Run 1, metal 1:
The bar under the picture is 10 um long. Cells faint in the background.
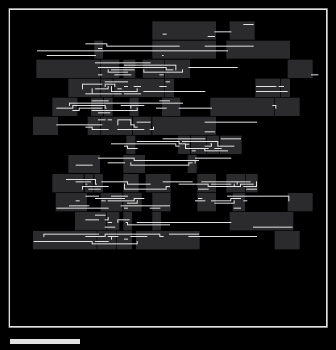
Run 1, M2 wires:
Cells faint in the background.
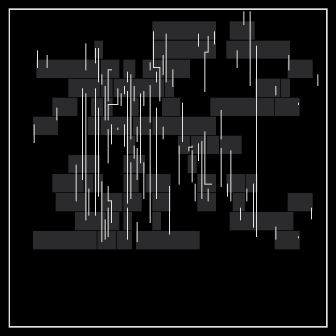
Run 1, M3 wires:
The bar under the picture is 10 um long. Cells faint in the background.
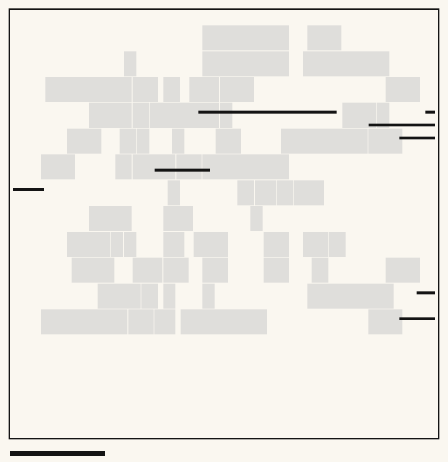
$ cat config.mk
export PLATFORM = sky130hd
export DESIGN_NAME = pulse_regen
export DESIGN_NICKNAME = d
export VERILOG_FILES = /design/src/rtl/pulse_regen_pkg.sv /design/src/rtl/sat_updown_cnt.sv /design/src/rtl/pulse_regen.sv
export SDC_FILE = /design/constraint.sdc
export NUM_CORES = 1
export LEC_CHECK = 0
export CAP_MARGIN = 10
export CORE_MARGIN = 1.5
export CORE_UTILIZATION = 30
export CTS_CLUSTER_SIZE = 30
export DETAILED_ROUTE_END_ITERATION = 10
export HOLD_SLACK_MARGIN = 0.06
export PLACE_DENSITY = 0.48
export SYNTH_ARGS = -nofsm -noshare
export SYNTH_HDL_FRONTEND = slang
export SYNTH_SLANG_ARGS = --single-unit
$ cat constraint.sdc
create_clock -name clk -period 3.5 [get_ports clk]
set_input_delay 0.7 -clock clk [delete_from_list [all_inputs] [get_ports clk]]
set_output_delay 0.7 -clock clk [all_outputs]
set_load 0.02 [all_outputs]
$ cat src/rtl/pulse_regen_pkg.sv
// rtl/pulse_regen_pkg.sv - state encoding and width helpers shared by pulse_regen
package pulse_regen_pkg;

    typedef enum logic [1:0] {
        IDLE = 2'd0,
        HIGH = 2'd1,
        GAP  = 2'd2
    } state_t;

    // Bits needed to hold every value 0..maxval, never less than one.
    function automatic int width_for(input int maxval);
        return (maxval < 2) ? 1 : $clog2(maxval + 1);
    endfunction

    function automatic int max2(input int a, input int b);
        return (a > b) ? a : b;
    endfunction

endpackage

$ cat src/rtl/sat_updown_cnt.sv
// rtl/sat_updown_cnt.sv - saturating up/down counter holding the replay backlog
module sat_updown_cnt
    import pulse_regen_pkg::*;
#(
    parameter int MAX = 3,
    parameter int W   = width_for(MAX)
) (
    input  logic         clk,
    input  logic         rst,
    input  logic         inc,
    input  logic         dec,
    output logic [W-1:0] count,
    output logic         ovf
);

    localparam logic [W-1:0] MAX_V = W'(MAX);

    logic at_max;
    logic at_zero;

    assign at_max  = (count == MAX_V);
    assign at_zero = (count == '0);

    // A simultaneous dec frees a slot, so an inc at the limit is not lost then.
    assign ovf = inc && at_max && !dec;

    always_ff @(posedge clk or posedge rst) begin
        if (rst) begin
            count <= '0;
        end else if (inc && !dec && !at_max) begin
            count <= count + W'(1);
        end else if (dec && !inc && !at_zero) begin
            count <= count - W'(1);
        end
    end

endmodule

$ cat src/rtl/pulse_regen.sv
// rtl/pulse_regen.sv - regenerates spaced level pulses from single-cycle triggers
module pulse_regen
    import pulse_regen_pkg::*;
#(
    parameter int HIGH_CYCLES = 3,
    parameter int GAP_CYCLES  = 2,
    parameter int PEND_MAX    = 3
) (
    input  logic                                clk,
    input  logic                                rst,
    input  logic                                trig,
    output logic                                level_out,
    output logic                                busy,
    output logic [width_for(PEND_MAX)-1:0]      pending,
    output logic                                overflow
);

    localparam int CW = width_for(max2(HIGH_CYCLES, GAP_CYCLES) - 1);
    localparam logic [CW-1:0] HIGH_LAST = CW'(HIGH_CYCLES - 1);
    localparam logic [CW-1:0] GAP_LAST  = CW'(GAP_CYCLES - 1);

    state_t        state;
    state_t        state_nxt;
    logic [CW-1:0] cnt;
    logic [CW-1:0] cnt_nxt;
    logic          level_nxt;
    logic          busy_nxt;
    logic          final_gap;
    logic          pend_nz;
    logic          q_inc;
    logic          q_dec;
    logic          ovf_cond;

    assign final_gap = (state == GAP) && (cnt == GAP_LAST);
    assign pend_nz   = (pending != '0);

    // On the final gap cycle a trigger with an empty backlog starts the next
    // pulse directly; with a non-empty backlog it is queued behind the head.
    assign q_dec = final_gap && pend_nz;
    assign q_inc = trig && (state != IDLE) && !(final_gap && !pend_nz);

    sat_updown_cnt #(
        .MAX (PEND_MAX),
        .W   (width_for(PEND_MAX))
    ) u_pend (
        .clk   (clk),
        .rst   (rst),
        .inc   (q_inc),
        .dec   (q_dec),
        .count (pending),
        .ovf   (ovf_cond)
    );

    always_ff @(posedge clk or posedge rst) begin
        if (rst) begin
            state     <= IDLE;
            cnt       <= '0;
            level_out <= 1'b0;
            busy      <= 1'b0;
            overflow  <= 1'b0;
        end else begin
            state     <= state_nxt;
            cnt       <= cnt_nxt;
            level_out <= level_nxt;
            busy      <= busy_nxt;
            overflow  <= ovf_cond;
        end
    end

    always_comb begin
        state_nxt = state;
        cnt_nxt   = cnt;
        case (state)
            IDLE: begin
                cnt_nxt = '0;
                if (trig) begin
                    state_nxt = HIGH;
                end
            end
            HIGH: begin
                if (cnt == HIGH_LAST) begin
                    state_nxt = GAP;
                    cnt_nxt   = '0;
                end else begin
                    cnt_nxt = cnt + CW'(1);
                end
            end
            GAP: begin
                if (final_gap) begin
                    cnt_nxt   = '0;
                    state_nxt = (pend_nz || trig) ? HIGH : IDLE;
                end else begin
                    cnt_nxt = cnt + CW'(1);
                end
            end
            default: begin
                state_nxt = IDLE;
                cnt_nxt   = '0;
            end
        endcase
    end

    // Outputs are the registered image of the next state, so they change on
    // the same edge as the state and never see trig combinationally.
    always_comb begin
        level_nxt = (state_nxt == HIGH);
        busy_nxt  = (state_nxt != IDLE);
    end

endmodule
==> results.txt, run 1 <==
Numbers from the implementation run.

The synthesized design contains 9 register bits. The highest layer touched by signal routing is met3. In this run the worst setup path begins at u_pend.count[0]. Summed over all failing endpoints, the final setup total negative slack is 0 ns. Per the final layout report, the fraction of cells sized above drive strength 1 comes to 17.7%. Per the synthesis report, the XOR/XNOR share of the synthesized area is 0%. The number of sinks driven by the clock tree is 9. The area used by multi-input combinational logic is 288 um^2. The number of flip-flops and latches is 9. Detailed routing placed a total of 400 um of wire on met2. The number of antenna violations at the first check in global routing is 0.

Detailed placement reports a standard cell area of 623 um^2. The multi-input combinational cell count is 37. At the end of the flow, the number of nets in the layout was 71.

The total met3 wirelength after detailed routing is between 30 and 40 um. Setup slack closes at between 1 and 1.5 ns. Summing all flip-flop and latch instances after layout gives 225 um^2. The total of clock buffers placed in the layout is 4.

Nets still carrying antenna violations after routing amount to 0. The final routed DRC violation total is 0. After synthesis, the cell types taking the most area are dfrtp_1, ha_1, a21oi_1, and2b_4, o221a_4. The run finished with clean final reports.

The sum of overflow across all layers after global routing is 0. Across the whole layout, multi-input logic makes up 44.3% of the cell area. The critical path's largest stage delay is 0.66 ns. The flow reports power dissipated in combinational cells as 245 uW. met1 track demand over resource after global routing is 16.2%. The relative area of non-clock buffer cells in the final design is 10.8%. The power drawn by the sequential cells is 168 uW. The depth of the worst register-to-register path is 6. The maximum buffer depth of the clock tree is 2. The detailed placement HPWL is approximately 740 um. The slowest cell on the critical path is clkdlybuf4s50_1. The synth_stat.txt file lists the number of cells as between 50 and 60. The first-pass iteration count of the detailed router is 4. The slew check shows that the tightest pin keeps a relative margin of 75.7%. The routed metal-1 wire length is 519 um. For the clock group, total power comes out at 79.7 uW.

The chip area estimate from yosys synthesis is 532 um^2. The final weighted congestion recorded by global placement is 0.756. The tree is rooted in a clkbuf_4. TritonCTS built the clock tree. Per the placement report, the placed cell count is between 70 and 80.

The placement-stage worst setup slack is between 1.5 and 2 ns. The critical path capture point is pending[0]. In the synthesized netlist the dominant register cell turns out to be dfrtp_1. Measured on the final layout, the clock distribution area share stands at 4.05%. The number of I/O port buffers is 7. STA lists the startpoint of the worst register-to-register path as state[0].

The core area is 1690 um^2. The area share of the largest cell type after synthesis is 42.4%. The final design instance area without fill is roughly 650 um^2. The die outline area is 2030 um^2. The cell depth of the worst setup path is 1. The number of unique standard cell types used by synthesis is 24. The cell sequence reported for the critical path is clkdlybuf4s50_1. Routing resource usage on met2 recorded by global route was 15.1%. The number of logic inverters in the finished layout is 5. The number of H-tree levels is 1. The cell family contributing the most delay on the critical path is buffers and inverters. The number of well-tap cells placed is 17. The peak fanout along the critical path is 9. Timing would allow up to around 470 MHz.

Synthesis produced 51 cells. The setup fix buffers added after clock tree synthesis is 0. Together, buffers and inverters on the worst path number 1. In this run, flip-flops and latches consume 34.0% of the power. STA classifies the critical path startpoint as a flop. Of the available clock period, the critical path in the final layout requires 60.2%. Per the hold report, the tightest min-delay path originates at cnt[0].

The clock reaches the later pin of the worst-skew pair after 0.26 ns. The global routing report lists met3 layer usage as 3.60%. The number of buffers inserted by hold repair at cts is 0. In this run, synthesis inferred 0 flip-flops with an integrated enable. The script computed a power per unit cell area of 759 nW/um^2. The horizontal extent of the die is 45.1 um. The number of CTS-inserted buffers is 3.

After synthesis, the most frequently instantiated cells are dfrtp_1, a21oi_1, ha_1, inv_1, nand2_1. The final core area utilization is 38.4%. The hold violation count in the final report is 0. The cell with the most instances after synthesis is dfrtp_1. Final hold analysis gives a worst-case slack of 0.511 ns. The sequential area share after synthesis is a little over two fifths. Per the layout report, the design carries around 170 filler cells. Per the synthesis report, the simple-gate share of the synthesized area is about 21%. Leaving out fill and tap cells, the most frequent cell in the layout is dfrtp_1.
Back to the opening pictures, 'metal 1':
nets with wire on the layer: 59
share of all routed wire: 54%
wire length on this layer: 519 um

Back to the opening pictures, 'M2 wires':
main direction: vertical
longest straight run: 27.2 um

Back to the opening pictures, 'M3 wires':
nets with wire on the layer: 8
share of all routed wire: 4.0%

==> inputs of run 2 (changes only) <==
--- a/config.mk
+++ b/config.mk
@@ -11,7 +11,7 @@
 export CTS_CLUSTER_SIZE = 30
 export DETAILED_ROUTE_END_ITERATION = 10
 export HOLD_SLACK_MARGIN = 0.06
-export PLACE_DENSITY = 0.48
+export PLACE_DENSITY = 0.5
 export SYNTH_ARGS = -nofsm -noshare
 export SYNTH_HDL_FRONTEND = slang
 export SYNTH_SLANG_ARGS = --single-unit
==> constraint.sdc (replaced) <==
create_clock -name clk -period 1.7 [get_ports clk]
set_input_delay 0.34 -clock clk [delete_from_list [all_inputs] [get_ports clk]]
set_output_delay 0.34 -clock clk [all_outputs]
set_load 0.02 [all_outputs]
Run 2, metal 1:
The bar under the picture is 10 um long. Cells faint in the background.
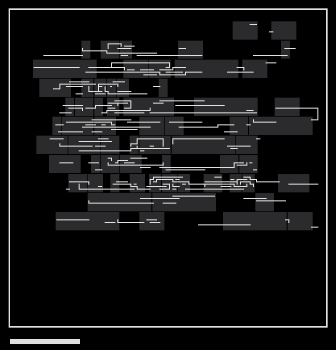
via count: 406
met1 track utilization from global routing: 15.2%

Run 2, cell placement:
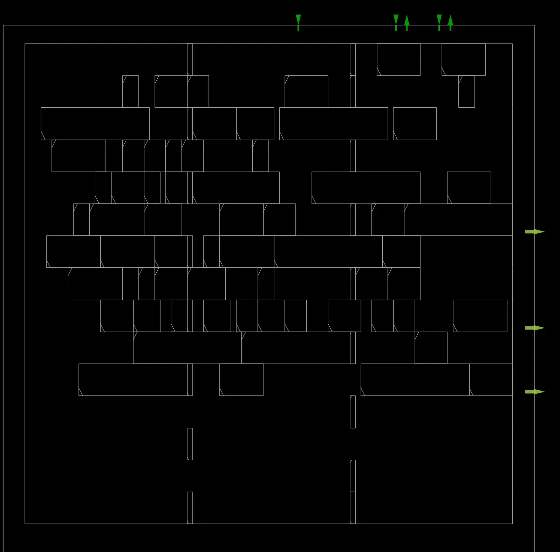
post-route non-filler standard cell count: 81
flop count: 9

==> run 2 against run 1 <==
Against the previous run: synthesized cell count unchanged; sequential share of layout area down 0.91 points; flip-flop count unchanged; die area unchanged; clock skew up 0.00070 ns; first-iteration DRC count down 53%; utilization up 1.0 points; largest cell class unchanged; largest power group unchanged.
==> results.txt, run 2 <==
Numbers from the implementation run.

The flow ran to the end, and the final reports show no timing, DRC or antenna violations. The depth of the worst register-to-register path is 6 (unchanged). The most used flip-flop cell is dfrtp_1. The peak fanout along the critical path is 2 (-7). The first-pass iteration count of the detailed router is 4 (unchanged). Per the area breakdown, the dominant cell category is multi-input combinational cells.

The final-stage net count is 73 (+2.8%). Sorting the synthesized cells by area gives the leading types as dfrtp_1, ha_1, a21oi_1, and2b_4, o221a_4. The share of the clock period used by the worst path after layout is roughly nine tenths. The cell with the most instances after synthesis is dfrtp_1.

The number of unique standard cell types used by synthesis was 24 (unchanged). The clock insertion delay at the later pin of the skew report is 0.26 ns (about the same). The number of sinks driven by the clock tree was 9 (unchanged). The sum of overflow across all layers after global routing came to 0 (unchanged). The power density over the cells is 1550 nW/um^2 (+100%). The source of the critical timing path is u_pend.count[0]. The number of antenna violations at the first check in global routing was 0 (unchanged). The sequential area share after synthesis is 42.4% (unchanged). The area used by multi-input combinational logic is 288 um^2 (unchanged). The final routed DRC violation total is 0 (unchanged). The smallest clock period supported by the final layout is computed as 1.53 ns.

The TritonCTS clock tree is done. Dividing the synthesized area by the synthesized cell count gives 10.4 um^2. The most frequent standard cell in the layout excluding fill and tap cells is dfrtp_1. The die outline area is 2030 um^2 (unchanged).

The post-synthesis cell count from yosys is 51 (unchanged). The power drawn by the sequential cells is 327 uW (+95%). The number of H-tree levels was 1 (unchanged). The global routing usage on met3 is 4.80% (+1.2 points). The wire length on met2 is 431 um (+7.8%). Following the worst setup path forward leads to its endpoint at pending[0]. The number of well-tap cells placed was 17 (unchanged).

The post-synthesis simple-gate area fraction is 21.4% (unchanged). The slowest cell on the critical path is clkdlybuf4s50_1. The hold violation count in the final report was 0 (unchanged).

The synthesis run shows the most used standard cells to be dfrtp_1, a21oi_1, ha_1, inv_1, nand2_1. The share of post-route cells with drive strength above 1 is 20.3% (+2.6 points). The gate count after technology mapping is 51 (unchanged). Listed in order, past its start point the critical path passes clkdlybuf4s50_1.

Setup repair after global routing left no endpoint under its margin. The total of clock buffers placed in the layout came to 4 (unchanged). The post-route antenna net violation count is 0 (unchanged). The setup fix buffers added after clock tree synthesis is 0 (unchanged). The placement-stage worst setup slack is 0.0988 ns (-1.48 ns). The startpoint type of the worst setup path is a flop. The detailed placement HPWL is 711 um (-3.2%). The number of CTS-inserted buffers is 3 (unchanged).

The cell depth of the worst setup path was 1 (unchanged). The fill cell instance count of the final layout came to 171 (-1.7%). The post-placement cell area came to 638 um^2 (+2.4%). The final design instance area without fill came to 667 um^2 (+2.7%).

The final setup slack of the worst path is 0.169 ns (-1.22 ns). The critical path's largest stage delay is 0.60 ns (-0.06 ns). The maximum buffer depth of the clock tree is 2 (unchanged).

The routed metal-1 wire length is 478 um (-7.9%). The proportion of power drawn by flip-flops and latches is 31.6% (-2.4 points). The relative area of non-clock buffer cells in the final design is 13.1% (+2.3 points). The logic share of the area is 43.2% (-1.2 points). The horizontal extent of the die came to 45.1 um (unchanged).

The chip area estimate from yosys synthesis was 532 um^2 (unchanged). The number of logic inverters in the finished layout is 5 (unchanged). The power in combinational cells is 543 uW (+120%). The instance count after placement with tap cells included was 77 (+2.7%).

The post-route setup TNS is 0 ns (unchanged). The count of library flops with an enable pin is 0 (unchanged). The final core area utilization is 39.5% (+1.0 points).

The met2 track demand over resource in global routing is 16.0% (+0.86 points). The buffer cell driving the clock tree root is clkbuf_4. The relative max-transition margin is 76.5% (+0.83 points). The number of register bits inferred by synthesis is 9 (unchanged).

The origin of the critical flop-to-flop path is state[1]. The post-synthesis xor/xnor area fraction is 0% (unchanged). The area taken by flip-flops and latches was 225 um^2 (unchanged). The combined buffer and inverter count along the critical path was 1 (unchanged). The tightest hold margin is 0.344 ns (-0.167 ns). The multi-input combinational cell count is 37 (unchanged). The clock network power consumption is 164 uW (+110%). The total met3 wirelength after detailed routing is 23 um (-39%). The proportion of cell area spent on the clock network is 3.94% (-0.11 points).
==> inputs of run 3 (changes only) <==
--- a/config.mk
+++ b/config.mk
@@ -11,7 +11,7 @@
 export CTS_CLUSTER_SIZE = 30
 export DETAILED_ROUTE_END_ITERATION = 10
 export HOLD_SLACK_MARGIN = 0.06
-export PLACE_DENSITY = 0.5
+export PLACE_DENSITY = 0.61
 export SYNTH_ARGS = -nofsm -noshare
 export SYNTH_HDL_FRONTEND = slang
 export SYNTH_SLANG_ARGS = --single-unit
Run 3, M2 wires:
Cells faint in the background.
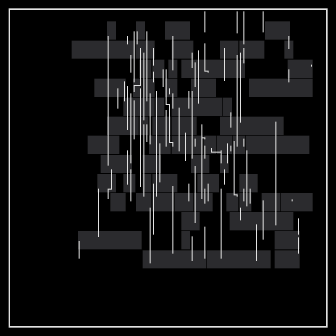
nets with wire on the layer: 56
main direction: vertical
longest straight run: 18.4 um

Run 3, M3 wires:
The bar under the picture is 10 um long. Cells faint in the background.
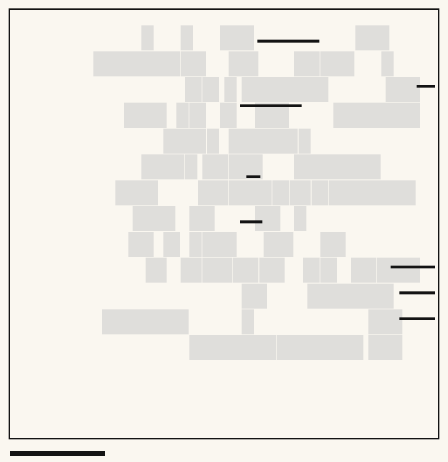
GR Util met3: 2.40%
via count: 412

==> run 3 against run 2 <==
Against the previous run: global-route usage is 0.55 points lower; sequential share of layout area is the same; synthesized cell count stayed put; first-iteration DRC count shrank 43%; largest cell class unchanged; critical path type unchanged.
==> results.txt, run 3 <==
Numbers from the implementation run.

The run finished with clean final reports. The tightest hold margin is 0.337 ns (-0.00659 ns). The horizontal extent of the die is 45.1 um (unchanged). The detailed placement HPWL is 731 um (+2.8%). The post-route setup TNS is 0 ns (unchanged). The origin of the critical flop-to-flop path is state[1]. The post-placement cell area is 638 um^2 (unchanged). The total of clock buffers placed in the layout came to 4 (unchanged). Of the total power, combinational logic draws between 50% and 60%. The share of post-route cells with drive strength above 1 is 20.3% (unchanged).

The post-synthesis simple-gate area fraction is 21.4% (unchanged). The area used by multi-input combinational logic is 288 um^2 (unchanged). The number of sinks driven by the clock tree is 9 (unchanged). The transition at the pin with the smallest max-transition slack is 0.363 ns.

The signal on the critical path passes through clkdlybuf4s50_1. The sequential area share after synthesis is 42.4% (unchanged). The power density over the cells is 1550 nW/um^2 (+0.24%). The worst setup path is launched from a flop. In this run the layout overhead on the synthesized area is reported as 25.4%. The final weighted congestion recorded by global placement is 0.721.

The placement-stage worst setup slack is 0.114 ns (+0.0154 ns). The number of flip-flops and latches is 9 (unchanged). TritonCTS built the clock tree. After clock tree synthesis, the clock-pin slew on the worst setup and hold paths is 0.07 ns. The mean routed wirelength per cell is between 10 and 15 um.

The number of non-filler instances in the completed layout is 81 (unchanged). The clock insertion delay at the later pin of the skew report is 0.27 ns (about the same). Of the post-synthesis cell area, the part taken by muxes is 0%.

The share of the clock period used by the worst path after layout is 90.7% (+0.62 points). The sum of overflow across all layers after global routing is 0 (unchanged). In this run the VDD rail shows a maximum IR drop of 0.475 mV.

In this run, post-CTS repair resized a total of 0 instances. The chip area estimate from yosys synthesis is 532 um^2 (unchanged). The buffer cell driving the clock tree root is clkbuf_4. The final-stage net count is 73 (unchanged).

The final core area utilization came to 39.5% (unchanged). The total wire length is 953 um. 0 antenna diodes ended up in the layout.

The detailed router used layers up to and including met4. The number of well-tap cells placed is 17 (unchanged). The depth of the worst register-to-register path is 6 (unchanged). The gate count after technology mapping is 51 (unchanged). The relative area of non-clock buffer cells in the final design is 13.1% (unchanged). The proportion of power drawn by flip-flops and latches came to 31.5% (about the same). The met1 demand-to-capacity share in global routing is 14.0% (-1.2 points). Summing the areas of all compound-gate instances in the mapped netlist gives 20.9% of the synthesized area.

The relative max-transition margin was 75.8% (-0.73 points). The first-pass iteration count of the detailed router is 4 (unchanged). The area share of the largest cell type after synthesis is a little over two fifths. The area taken by flip-flops and latches was 225 um^2 (unchanged). The post-route antenna net violation count was 0 (unchanged).

The maximum buffer depth of the clock tree is 2 (unchanged). The number of CTS-inserted buffers is 3 (unchanged). Setup repair after global routing left no endpoint under its margin. The source of the critical timing path is u_pend.count[0]. The number of antenna violations at the first check in global routing is 0 (unchanged).

The wire length on met2 is 411 um (-4.6%). Before any placement, the netlist area is recorded as 532 um^2. The final setup slack of the worst path was 0.159 ns (-0.0106 ns). The number of register bits inferred by synthesis is 9 (unchanged). After synthesis, the most frequently instantiated cells are dfrtp_1, a21oi_1, ha_1, inv_1, nand2_1. The critical path ends at pending[0].

Per the layout area report, the sequential fraction of cell area is 33.8%. STA reports the tightest min-delay check as being of type input port to asynchronous set/reset pin. The clock network power consumption is 168 uW (+2%).

The mean instance size in the synthesized netlist is 10.4 um^2 (unchanged). The minimum clock period is 1.54 ns (+0.0106 ns). The met2 track demand over resource in global routing was 14.6% (-1.4 points). The final design instance area without fill is 667 um^2 (unchanged). The cell depth of the worst setup path is 1 (unchanged).

Global routing put the most usage on met2. The critical path's largest stage delay is 0.60 ns (about the same). The number of logic inverters in the finished layout is 5 (unchanged). The total met3 wirelength after detailed routing came to 28 um (+22%).

From bottom edge to top edge, the die measures roughly 45 um. The setup fix buffers added after clock tree synthesis is 0 (unchanged). The proportion of cell area spent on the clock network is 3.94% (unchanged). The fill cell instance count of the final layout is 170 (-0.58%). The peak fanout along the critical path is 2 (unchanged). The logic share of the area is 43.2% (unchanged).

The core area is 1690 um^2. The die outline area is 2030 um^2 (unchanged). The biggest slice of the total power is consumed by combinational cells. The count of warnings emitted by yosys is 0. The largest registers in the layout are cnt x2, state x2, u_pend.count x2.

For this design, the slowest cell found on the critical path is clkdlybuf4s50_1. The share of flip-flops with an asynchronous set or reset is 100%. The power in combinational cells came to 542 uW (about the same).

The number of max-cap violations is 0. The dominant cell type by area after synthesis is dfrtp_1. The power drawn by the sequential cells is 326 uW (about the same). The multi-input combinational cell count is 37 (unchanged). The adder and majority gate portion of the synthesized area is 11.8%. The instance count after placement with tap cells included is 77 (unchanged). The count of standard-cell rows is 15. The routed metal-1 wire length is 487 um (+1.9%). The post-synthesis xor/xnor area fraction is 0% (unchanged). The number of H-tree levels is 1 (unchanged). Per the OpenROAD power report, switching power amounts to 392 uW. In the post-synthesis netlist, the biggest area contributors are dfrtp_1, ha_1, a21oi_1, and2b_4, o221a_4.

The combined buffer and inverter count along the critical path was 1 (unchanged). The most used flip-flop cell is dfrtp_1. The final routed DRC violation total is 0 (unchanged). STA classifies the critical path endpoint as an output port.

For this design the static power due to leakage is 0.280 nW. The number of global-route vias before repair is 356. Using the TritonRoute via totals, the vias-per-cell ratio works out to 5.09. The count of library flops with an enable pin is 0 (unchanged).

The number of buffers other than clock buffers in the final layout is 9. The biggest area consumer among cell classes is multi-input combinational cells. The sum of internal, switching and leakage power is 1.04 mW. The post-synthesis cell count from yosys is 51 (unchanged). For this run the top cell type by instance count after synthesis was dfrtp_1. The library cell used most frequently in the layout, excluding fill and tap cells, is dfrtp_1. The number of unique standard cell types used by synthesis is 24 (unchanged). The aggregate global-route resource usage is 10.6%.

The critical path data required time is 1.36 ns. The hold violation count in the final report is 0 (unchanged).

## Gallery

Close-up of the layout.
Region (0, 0) to (30, 30) um. Cells in grey, sequential cells in the stronger grey; small squares are vias.
shot_01.png
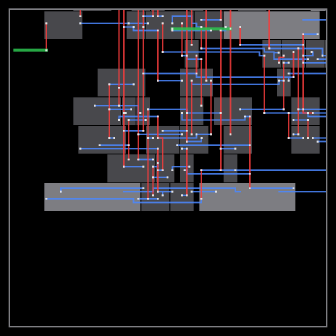
shot_02.png
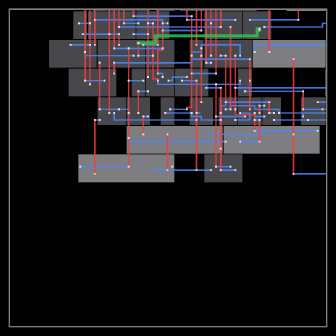
shot_03.png
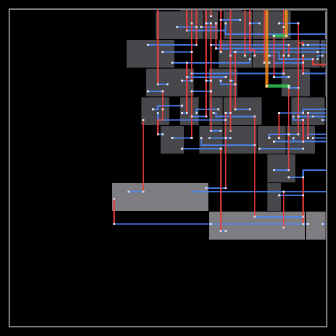
| picture | from |
|---|---|
| shot_02.png | run 2 |
| shot_01.png | run 1 |
| shot_03.png | run 3 |

Key to shot_01.png:
| layer | colour |
|---|---|
| met1 | blue |
| met2 | red |
| met3 | green |
most frequent: ha_1 (4), inv_1 (3), dfrtp_1 (3)
netlist names of flops here include: cnt (2), u_pend.count (1)
cells with their middle in the window: 31
sequential cells in the window: 3

Power figures rest on the tool's default switching activity, not on a simulated workload.
